<file path="config.mk">
export PLATFORM = sky130hd
export DESIGN_NAME = aes_axi_lite_sequencer
export DESIGN_NICKNAME = d
export VERILOG_FILES = /design/src/rtl/aes_axi_lite_sequencer.sv
export SDC_FILE = /design/constraint.sdc
export NUM_CORES = 1
export LEC_CHECK = 0
export ABC_CLOCK_PERIOD_IN_PS = 21500
export CORE_AREA = 2 2 211 213
export CTS_CLUSTER_DIAMETER = 60
export DETAILED_ROUTE_END_ITERATION = 10
export DIE_AREA = 0 0 213 215
export PLACE_DENSITY = 0.67
export SYNTH_ARGS = -nofsm -noshare
export SYNTH_HDL_FRONTEND = slang
export SYNTH_SLANG_ARGS = --single-unit
</file>
<file path="constraint.sdc">
create_clock -name clk -period 21.5 [get_ports clk]
set_input_delay 5.375 -clock clk [delete_from_list [all_inputs] [get_ports clk]]
set_output_delay 5.375 -clock clk [all_outputs]
set_load 0.005 [all_outputs]
</file>
<file path="src/rtl/aes_axi_lite_sequencer.sv">
// AXI4-Lite master that pushes one AES block through the register slave and returns DATA_OUT.
// Strictly one outstanding AXI transaction; any AXI or result-port back-pressure simply stalls the FSM.
module aes_axi_lite_sequencer #(
  parameter logic [31:0] A_CTRL   = 32'h00,
  parameter logic [31:0] A_STATUS = 32'h08,
  parameter logic [31:0] A_MODE   = 32'h0C,
  parameter logic [31:0] A_DIN    = 32'h20,
  parameter logic [31:0] A_IV     = 32'h30,
  parameter logic [31:0] A_DOUT   = 32'h40,
  parameter int          POLL_MAX = 64
) (
  input  logic         clk,
  input  logic         rst,
  input  logic         cmd_valid,
  output logic         cmd_ready,
  input  logic [127:0] cmd_data,
  input  logic [127:0] cmd_iv,
  input  logic [1:0]   cmd_mode,
  input  logic         cmd_decrypt,
  output logic         res_valid,
  input  logic         res_ready,
  output logic [127:0] res_data,
  output logic         res_err,
  output logic         busy,
  output logic [31:0]  m_axi_awaddr,
  output logic         m_axi_awvalid,
  input  logic         m_axi_awready,
  output logic [31:0]  m_axi_wdata,
  output logic [3:0]   m_axi_wstrb,
  output logic         m_axi_wvalid,
  input  logic         m_axi_wready,
  input  logic [1:0]   m_axi_bresp,
  input  logic         m_axi_bvalid,
  output logic         m_axi_bready,
  output logic [31:0]  m_axi_araddr,
  output logic         m_axi_arvalid,
  input  logic         m_axi_arready,
  input  logic [31:0]  m_axi_rdata,
  input  logic [1:0]   m_axi_rresp,
  input  logic         m_axi_rvalid,
  output logic         m_axi_rready
);

  localparam int PW = $clog2(POLL_MAX + 1);

  typedef enum logic [2:0] {
    S_IDLE, S_WR_IV, S_WR_DIN, S_WR_MODE, S_WR_CTRL, S_POLL, S_RD_OUT, S_RESP
  } state_t;

  state_t         r_state, w_next;
  logic [1:0]     r_idx;
  logic [PW-1:0]  r_poll;
  logic           r_err, r_aw_done, r_w_done, r_ar_done;
  logic [127:0]   r_data, r_iv, r_dout;
  logic [1:0]     r_mode;
  logic           r_dec;
  logic           w_wr, w_rd, w_cmd_hs, w_b_hs, w_r_hs, w_set_err;
  logic [31:0]    w_off;

  function automatic logic [31:0] f_word(input logic [127:0] v, input logic [1:0] k);
    logic [31:0] w;
    case (k)
      2'd0:    w = v[127:96];
      2'd1:    w = v[95:64];
      2'd2:    w = v[63:32];
      default: w = v[31:0];
    endcase
    return w;
  endfunction

  assign w_wr     = (r_state == S_WR_IV) || (r_state == S_WR_DIN) ||
                    (r_state == S_WR_MODE) || (r_state == S_WR_CTRL);
  assign w_rd     = (r_state == S_POLL) || (r_state == S_RD_OUT);
  assign w_off    = {28'b0, r_idx, 2'b00};
  assign w_cmd_hs = cmd_valid && cmd_ready;
  assign w_b_hs   = m_axi_bvalid && m_axi_bready;
  assign w_r_hs   = m_axi_rvalid && m_axi_rready;

  assign cmd_ready     = (r_state == S_IDLE);
  assign busy          = (r_state != S_IDLE);
  assign res_valid     = (r_state == S_RESP);
  assign res_err       = res_valid && r_err;
  assign res_data      = (res_valid && !r_err) ? r_dout : 128'b0;
  assign m_axi_awvalid = w_wr && !r_aw_done;
  assign m_axi_wvalid  = w_wr && !r_w_done;
  assign m_axi_wstrb   = w_wr ? 4'hF : 4'h0;
  assign m_axi_bready  = w_wr;
  assign m_axi_arvalid = w_rd && !r_ar_done;
  assign m_axi_rready  = w_rd;

  always_comb begin
    m_axi_awaddr = 32'b0;
    m_axi_wdata  = 32'b0;
    m_axi_araddr = 32'b0;
    case (r_state)
      S_WR_IV:   begin m_axi_awaddr = A_IV + w_off;  m_axi_wdata = f_word(r_iv, r_idx);   end
      S_WR_DIN:  begin m_axi_awaddr = A_DIN + w_off; m_axi_wdata = f_word(r_data, r_idx); end
      S_WR_MODE: begin m_axi_awaddr = A_MODE; m_axi_wdata = {30'b0, r_mode};        end
      S_WR_CTRL: begin m_axi_awaddr = A_CTRL; m_axi_wdata = {30'b0, r_dec, 1'b1};   end
      S_POLL:    m_axi_araddr = A_STATUS;
      S_RD_OUT:  m_axi_araddr = A_DOUT + w_off;
      default:   ;
    endcase
  end

  always_comb begin
    w_next    = r_state;
    w_set_err = 1'b0;
    case (r_state)
      S_IDLE: if (cmd_valid) w_next = S_WR_IV;
      S_WR_IV, S_WR_DIN, S_WR_MODE, S_WR_CTRL:
        if (w_b_hs) begin
          if (m_axi_bresp != 2'b00) begin
            w_set_err = 1'b1;
            w_next    = S_RESP;
          end else begin
            case (r_state)
              S_WR_IV:   if (r_idx == 2'd3) w_next = S_WR_DIN;
              S_WR_DIN:  if (r_idx == 2'd3) w_next = S_WR_MODE;
              S_WR_MODE: w_next = S_WR_CTRL;
              default:   w_next = S_POLL;
            endcase
          end
        end
      S_POLL:
        if (w_r_hs) begin
          if (m_axi_rresp != 2'b00) begin
            w_set_err = 1'b1;
            w_next    = S_RESP;
          end else if (m_axi_rdata[1]) begin
            w_next = S_RD_OUT;
          end else if (r_poll == PW'(POLL_MAX - 1)) begin
            w_set_err = 1'b1;
            w_next    = S_RESP;
          end
        end
      S_RD_OUT:
        if (w_r_hs) begin
          if (m_axi_rresp != 2'b00) begin
            w_set_err = 1'b1;
            w_next    = S_RESP;
          end else if (r_idx == 2'd3) begin
            w_next = S_RESP;
          end
        end
      S_RESP:  if (res_ready) w_next = S_IDLE;
      default: w_next = S_IDLE;
    endcase
  end

  always_ff @(posedge clk) begin
    if (rst) r_state <= S_IDLE;
    else     r_state <= w_next;
  end

  always_ff @(posedge clk) begin
    if (rst) begin
      r_idx     <= 2'd0;
      r_poll    <= '0;
      r_err     <= 1'b0;
      r_aw_done <= 1'b0;
      r_w_done  <= 1'b0;
      r_ar_done <= 1'b0;
      r_dout    <= 128'b0;
    end else begin
      if (w_cmd_hs) begin
        r_data <= cmd_data;
        r_iv   <= cmd_iv;
        r_mode <= cmd_mode;
        r_dec  <= cmd_decrypt;
        r_dout <= 128'b0;
        r_err  <= 1'b0;
        r_poll <= '0;
      end
      if (w_set_err) r_err <= 1'b1;
      // AW and W retire independently; B closes the register write as a whole.
      if (w_b_hs) begin
        r_aw_done <= 1'b0;
        r_w_done  <= 1'b0;
      end else begin
        if (m_axi_awvalid && m_axi_awready) r_aw_done <= 1'b1;
        if (m_axi_wvalid && m_axi_wready)   r_w_done  <= 1'b1;
      end
      if (w_r_hs)                                r_ar_done <= 1'b0;
      else if (m_axi_arvalid && m_axi_arready)   r_ar_done <= 1'b1;
      if (w_b_hs || w_r_hs) r_idx <= (w_next != r_state) ? 2'd0 : r_idx + 2'd1;
      if (r_state == S_POLL && w_r_hs && w_next == S_POLL) r_poll <= r_poll + PW'(1);
      // DATA_OUT arrives MSW first, so shifting left leaves word0 in the top bits.
      if (r_state == S_RD_OUT && w_r_hs && m_axi_rresp == 2'b00)
        r_dout <= {r_dout[95:0], m_axi_rdata};
    end
  end

endmodule
</file>
Placed cells, one color a class:
Scale bar: 50 µm.
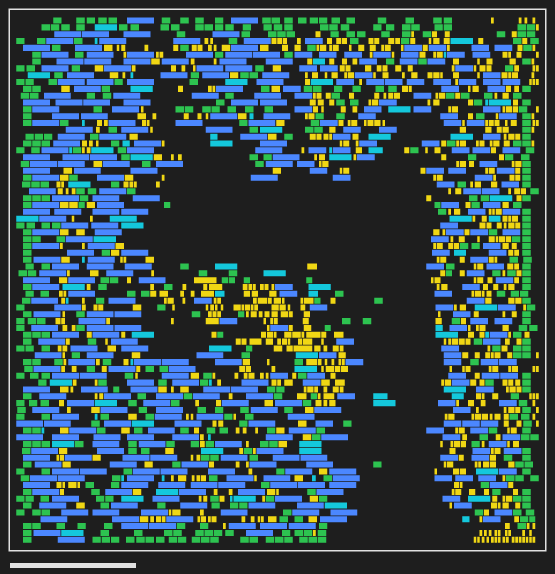
| color | class | cells | share of their area |
|---|---|---|---|
| cyan | clock drivers and dummy loads | 80 | 6.5% |
| green | other buffers and delay cells | 498 | 23% |
| blue | flops | 403 | 49% |
| yellow | combinational and other logic | 803 | 22% |
Core Footprint: 43,600 µm²
sequential portion of the cell area: 47.2%
# rows: 77

Sizing map:
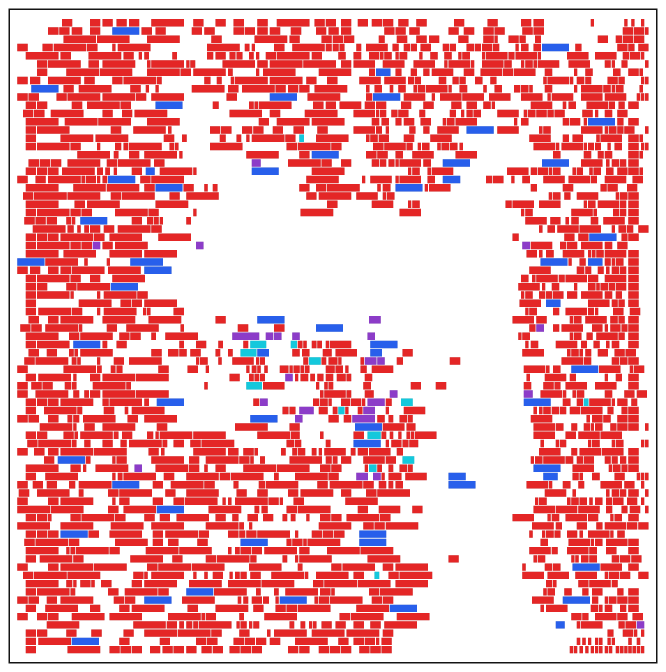
| color | size | cells | share |
|---|---|---|---|
| blue | _6 and larger | 58 | 3.3% |
| cyan | _2 cells | 13 | 0.73% |
| purple | _3 and _4 cells | 26 | 1.5% |
| red | _0 and _1 cells | 1,687 | 95% |
cell area after layout: 22,600 µm²
Non-clock buffers: 498

==> metrics.sh <==
STATUS='finished clean'
CRITPATHSLOWESTCELL='sky130_fd_sc_hd__ha_2'
SLEW_VIOLATIONS=0
TOTAL_NETS_FINAL=2060
LARGEST_REGISTERS='r_data x128, r_dout x128, r_iv x128'
DRC_VIOLATIONS_LEFT=0
LEAKAGE_nW=7.72
POST_SYNTHESIS_CELL_TYPE_COUNT=55
VIA_COUNT_OF_THE_FIRST_GLOBAL_ROUTING_PASS=11853
DIEHEIGHT_UM=215
CLKTRANSATPATHREGS_NS=0.06
TAP_CELLS=592
FINAL_COMMON_CELL='sky130_fd_sc_hd__clkdlybuf4s50_1'
YOSYS.STAT.CHIPAREA_UM2=16200
CLOCK_TREE_ROOT_BUFFER_CELL='sky130_fd_sc_hd__clkbuf_16'
PATH_DELAY_FAMILY='buffers and inverters'
GLOBAL_ROUTE_USAGE_OVER_ALL_LAYERS_PCT=20.3
GR-MAX-USAGE-LAYER='met2'
CELLINTERNALPOWER_mW=1.47
VIAS=12148
FINAL_LAYOUT_TOP_LOGIC_CELLS='sky130_fd_sc_hd__clkdlybuf4s50_1 (482), sky130_fd_sc_hd__edfxtp_1 (259), sky130_fd_sc_hd__nor2_1 (199), sky130_fd_sc_hd__dfxtp_1 (144), sky130_fd_sc_hd__and2_1 (129)'
SLEW_AT_THE_PIN_CLOSEST_TO_ITS_MAX_SLEW_LIMIT_NS=1.14
TIMING.CRITICAL_PATH.DEPTH=9
POST_ROUTE_CELLS_DRIVE_ABOVE_1_SHARE_PCT=5.44
RELSLEWSLACK_PCT=23.9
SETUP-VIOLATIONS-FINAL=0
HP-CLASS='reg -> reg'
TOP_LAYER='met4'
INITIALDRTVIOLATIONCOUNT=1346
AREA_DOMINANT_CLASS='sequential cells'
CRIT_CHAIN='inv_1 -> ha_2 -> buf_4 -> a222oi_1 -> o21ai_0 -> mux2i_1 -> o21ai_0 -> o21a_1 -> clkdlybuf4s50_1'
POST_SYNTH_TOP_CELLS='sky130_fd_sc_hd__edfxtp_1 (259), sky130_fd_sc_hd__nor2_1 (202), sky130_fd_sc_hd__dfxtp_1 (144)'
WORST_EP_REQUIRED_TIME_NS=16.12
NON_CLOCK_BUFFERS_AREA_SHARE_PCT=21.9
HOLD_VIOL_FINAL=0
CRITICAL_PATH.ENDPOINT='m_axi_wdata[1]'
PLACEMENT.CELL_AREA_UM2=21200
TIMING.FINAL.CRIT_SHARE_PCT=42.8
AVG_INST_SIZE_SYNTH_UM2=12.3
NMULTIINPUTCOMBCELLS=795
CTS-HOLD-FIX-BUFFERS=0
SEQ_POWER_uW=902
NUMCLOCKSINKS=403
REG2REG_DEPTH=6
POWER.IR.VDD_WORST_uV=83.5
SHARE_SEQ_OF_TOTAL_POWER_PCT=45.5
NONCLOCKINVERTERCOUNT=8
WIRELENGTH_MM=48.1
WORST_CLOCK_SKEW_NS=0.0237
PRECTSSETUPSLACK_NS=12.02
WORST_SETUP_PATH_END_KIND='primary output'
YOSYS.STAT.SEQSHARE_PCT=65.8
CORE_DENSITY_AT_FLOORPLAN_PCT=37.1
DIEAREA_UM2=45800
SYNTHESIS.AREA_UM2=16200
FINISH.UTILIZATION_PCT=51.8
CRIT_PATH_FREQUENT_CELL='sky130_fd_sc_hd__o21ai_0'
ROUTE.DETAILED.VIAS_PER_INST=5.09
CLOCK_POWER_SHARE_PCT=37.5
CLKCELLAREAFRAC_PCT=6.33
SYN-INSTANCE-COUNT=1320
N_SEQUENTIAL_CELL=403
